**Logic cells by family**

(4 px per um)
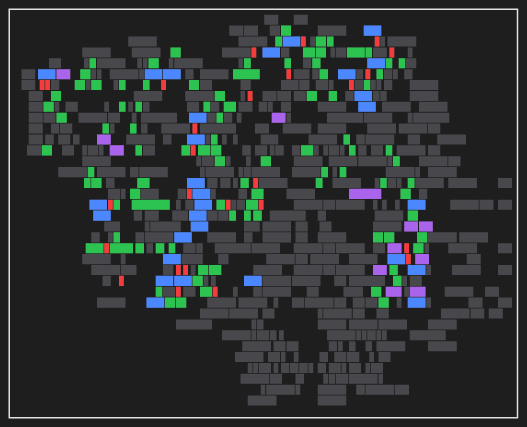
**Track usage over the die**

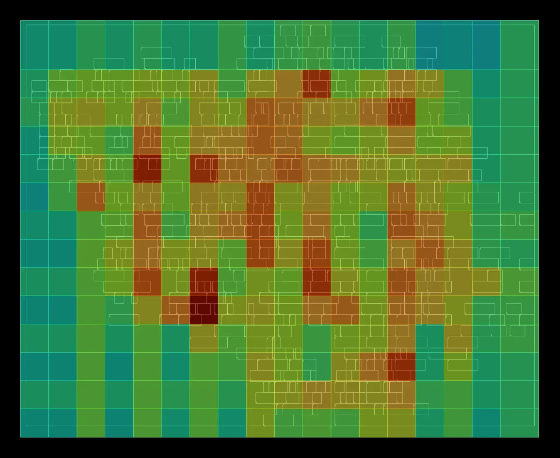
**Signal wires on met2**

(2 px per um) Cells faint in the background.
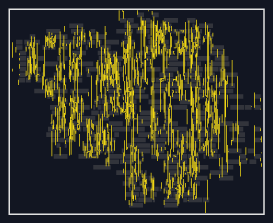
**Sequential cells coloured by netlist name**

(4 px per um)
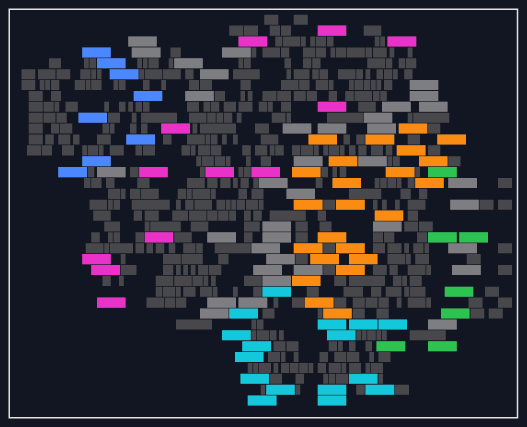
===== config.mk =====
export PLATFORM = sky130hd
export DESIGN_NAME = output_display_unit
export DESIGN_NICKNAME = d
export VERILOG_FILES = /design/src/rtl/output_display_unit.sv
export SDC_FILE = /design/constraint.sdc
export NUM_CORES = 1
export LEC_CHECK = 0
export CAP_MARGIN = 15
export CORE_ASPECT_RATIO = 0.8
export CORE_UTILIZATION = 39
export DETAILED_ROUTE_END_ITERATION = 8
export PLACE_DENSITY = 0.65
export SLEW_MARGIN = 5
export SYNTH_ARGS = -nofsm -noshare
export SYNTH_HDL_FRONTEND = slang
export SYNTH_SLANG_ARGS = --single-unit

===== constraint.sdc =====
create_clock -name clock -period 6.6 [get_ports clock]
set_clock_uncertainty 0.15 [all_clocks]
set_input_delay 0.99 -clock clock [delete_from_list [all_inputs] [get_ports clock]]
set_output_delay 0.99 -clock clock [all_outputs]
set_load 0.02 [all_outputs]

===== src/rtl/output_display_unit.sv =====
// output_display_unit: signed 8-bit result to 4-digit multiplexed 7-segment display
// Ports:
//   clock  system clock
//   reset  synchronous active-low reset
//   value  two's-complement result to show
//   err    error flag, captured with value; shows "Err"
//   load   one-cycle request to capture value/err and start conversion
//   seg    segments {g,f,e,d,c,b,a}, active-low, registered
//   an     digit enables, active-low one-hot, an[3] leftmost, registered
//   busy   conversion in progress; load ignored while high
//   done   one-cycle pulse when the display register updates
module output_display_unit #(
    parameter int SCAN_DIV = 50000
) (
    input  logic       clock,
    input  logic       reset,
    input  logic [7:0] value,
    input  logic       err,
    input  logic       load,
    output logic [6:0] seg,
    output logic [3:0] an,
    output logic       busy,
    output logic       done
);
    localparam int CW = $clog2(SCAN_DIV);
    localparam logic [CW-1:0] LAST = CW'(SCAN_DIV - 1);
    localparam logic [6:0] BLANK = 7'h7F;
    localparam logic [6:0] DASH  = 7'h3F;
    localparam logic [6:0] CH_E  = 7'h06;
    localparam logic [6:0] CH_R  = 7'h2F;

    typedef enum logic [1:0] {IDLE, CONV, LATCH} state_t;

    state_t          state_q, state_d;
    logic            err_q, err_d, sign_q, sign_d;
    logic [7:0]      mag_q, mag_d;
    logic [11:0]     bcd_q, bcd_d, adj;
    logic [2:0]      bit_q, bit_d;
    logic [3:0][6:0] disp_q, disp_d;
    logic [CW-1:0]   cnt_q, cnt_d;
    logic [1:0]      idx_q, idx_d;
    logic [6:0]      seg_q, seg_d;
    logic [3:0]      an_q, an_d;
    logic            busy_q, busy_d, done_q, done_d;

    function automatic logic [6:0] seg7(input logic [3:0] d);
        case (d)
            4'd0: seg7 = 7'h40;
            4'd1: seg7 = 7'h79;
            4'd2: seg7 = 7'h24;
            4'd3: seg7 = 7'h30;
            4'd4: seg7 = 7'h19;
            4'd5: seg7 = 7'h12;
            4'd6: seg7 = 7'h02;
            4'd7: seg7 = 7'h78;
            4'd8: seg7 = 7'h00;
            4'd9: seg7 = 7'h10;
            default: seg7 = BLANK;
        endcase
    endfunction

    always_comb begin
        state_d = state_q;
        err_d   = err_q;
        sign_d  = sign_q;
        mag_d   = mag_q;
        bcd_d   = bcd_q;
        bit_d   = bit_q;
        disp_d  = disp_q;
        busy_d  = busy_q;
        done_d  = 1'b0;
        // double-dabble correction before each shift
        adj[11:8] = bcd_q[11:8] >= 4'd5 ? bcd_q[11:8] + 4'd3 : bcd_q[11:8];
        adj[7:4]  = bcd_q[7:4]  >= 4'd5 ? bcd_q[7:4]  + 4'd3 : bcd_q[7:4];
        adj[3:0]  = bcd_q[3:0]  >= 4'd5 ? bcd_q[3:0]  + 4'd3 : bcd_q[3:0];
        // scan runs independently of conversion; seg/an follow the index one edge later
        cnt_d = cnt_q == LAST ? '0 : cnt_q + 1'b1;
        idx_d = cnt_q == LAST ? idx_q + 2'd1 : idx_q;
        an_d  = ~(4'b0001 << idx_q);
        seg_d = disp_q[idx_q];
        case (state_q)
            IDLE: if (load) begin
                err_d   = err;
                sign_d  = value[7];
                mag_d   = value[7] ? ~value + 8'd1 : value;
                bcd_d   = '0;
                bit_d   = '0;
                busy_d  = 1'b1;
                state_d = CONV;
            end
            CONV: begin
                {bcd_d, mag_d} = {adj, mag_q} << 1;
                bit_d   = bit_q + 3'd1;
                state_d = bit_q == 3'd7 ? LATCH : CONV;
            end
            LATCH: begin
                disp_d[3] = err_q ? CH_E : sign_q ? DASH : BLANK;
                disp_d[2] = err_q ? CH_R : bcd_q[11:8] == 4'd0 ? BLANK : seg7(bcd_q[11:8]);
                disp_d[1] = err_q ? CH_R : bcd_q[11:4] == 8'd0 ? BLANK : seg7(bcd_q[7:4]);
                disp_d[0] = err_q ? BLANK : seg7(bcd_q[3:0]);
                done_d  = 1'b1;
                busy_d  = 1'b0;
                state_d = IDLE;
            end
            default: state_d = IDLE;
        endcase
    end

    always_ff @(posedge clock) begin
        if (!reset) begin
            state_q <= IDLE;
            err_q   <= 1'b0;
            sign_q  <= 1'b0;
            mag_q   <= '0;
            bcd_q   <= '0;
            bit_q   <= '0;
            disp_q  <= {4{BLANK}};
            cnt_q   <= '0;
            idx_q   <= '0;
            seg_q   <= BLANK;
            an_q    <= 4'b1110;
            busy_q  <= 1'b0;
            done_q  <= 1'b0;
        end else begin
            state_q <= state_d;
            err_q   <= err_d;
            sign_q  <= sign_d;
            mag_q   <= mag_d;
            bcd_q   <= bcd_d;
            bit_q   <= bit_d;
            disp_q  <= disp_d;
            cnt_q   <= cnt_d;
            idx_q   <= idx_d;
            seg_q   <= seg_d;
            an_q    <= an_d;
            busy_q  <= busy_d;
            done_q  <= done_d;
        end
    end

    assign seg  = seg_q;
    assign an   = an_q;
    assign busy = busy_q;
    assign done = done_q;
endmodule


==> results_dict.tcl <==
# implementation run metrics
set metrics [dict create \
    result_of_the_run "finished, final reports clean" \
    drt-initial-drc-count 226 \
    crit-reg2reg-launch "state_q[0]$_SDFFE_PN0P_" \
    postSynthNetCount 561 \
    clock.latency.late_pin_ns 0.35 \
    multiInputCombCellCount 362 \
    fmax_ghz 0.267 \
    post-place-cells 668 \
    timing.hold.worst_path_depth 1 \
    yosys_cells 520 \
    timing.critical_path.buf_inv 5 \
    cts-buffers-inserted 9 \
    arrival_ns 3.84 \
    finalNonFillerCells 684 \
    layout-drive-gt1-share_pct 6.39 \
    power_per_cell_area_mw_per_mm2 222 \
    drv_cap 0 \
    crit_required_ns 6.70 \
    drc_errors 0 \
    final.signal_inverter_count 26 \
    holdWs_ns 0.287 \
    drt_first_pass_iters 5 \
    synth.avg_cell_area_sq_um 9.32 \
    htree_levels 3 \
    adder_and_majority_gate_portion_of_the_synthesized_area_pct 7.48 \
    groute.usage.overall_pct 15.8 \
    finalHoldViolations 0 \
    synth_area_leader_cell "sky130_fd_sc_hd__dfxtp_1" \
    total_power_uw 1200 \
    routed_wirelength_um 9640 \
    power_frac_comb_pct 4.9 \
    proportion_of_register_bits_with_asynchronous_set_or_reset_after_synthesis_pct 0 \
    setup_viol_count_final 0 \
    synth.cellmix.xorXnorShare_pct 3.97 \
    post_cts_hold_buffer_count 0 \
    cts_tree "built" \
    cpPeakStageDelay_ns 0.52 \
    non_clock_buffer_count 26 \
    post-cts-setup-buffer-count 0 \
    chip_area_sq_mm 0.0129 \
]
Notes on 'logic cells by family' above:
| family | colour | cells | most used |
|---|---|---|---|
| adder and majority cells | blue | 29 | ha_1 |
| inverting AOI/OAI gates | green | 94 | a21oi_1 |
| inverters | red | 26 | inv_1 |
| multiplexers | purple | 12 | mux2i_1 |

Notes on 'track usage over the die' above:
post-layout utilization of the core: 44.7%
global routing met1 resource utilization: 20.0%

Notes on 'signal wires on met2' above:
wire length on this layer: 4390 um
share of all routed wire: 46%
nets with wire on the layer: 452

Notes on 'sequential cells coloured by netlist name' above:
| netlist name | colour | placed flops |
|---|---|---|
| seg | green | 7 |
| cnt_q | cyan | 16 |
| bcd_q | magenta | 12 |
| disp_q | orange | 23 |
| mag_q | blue | 8 |

==> metal layers <==
metal	up-vias	track usage, %	part of all wire [%]
met1	1736	20.0	49
met5	-	0	0
met2	67	26.2	46
met3	12	4.44	4.2
li1	1885	-	-
met4	0	5.31	1.3
==> worst max-delay path by stage <==
stage          slack [ns]   end   from  cells past startpoint
3_5_place_dp         2.51  flop  reset                     10
2_1_floorplan        3.67  flop   load                     10
5_1_grt              2.63  flop  reset                     10
6_report             2.86  flop  reset                     10
4_1_cts              2.89  flop  reset                     10
3_3_place_gp         2.64  flop  reset                     10
==> power by group through the flow <==
stage	clock network, uW	registers, uW	logic (uW)
final	515	630	59.5
after global routing	554	630	66.1
after CTS	528	630	59.9
after detailed placement	0	644	59.9
after global placement	0	643	58.4
after floorplan	0	642	44.4
Power and IR drop assume default switching activity.
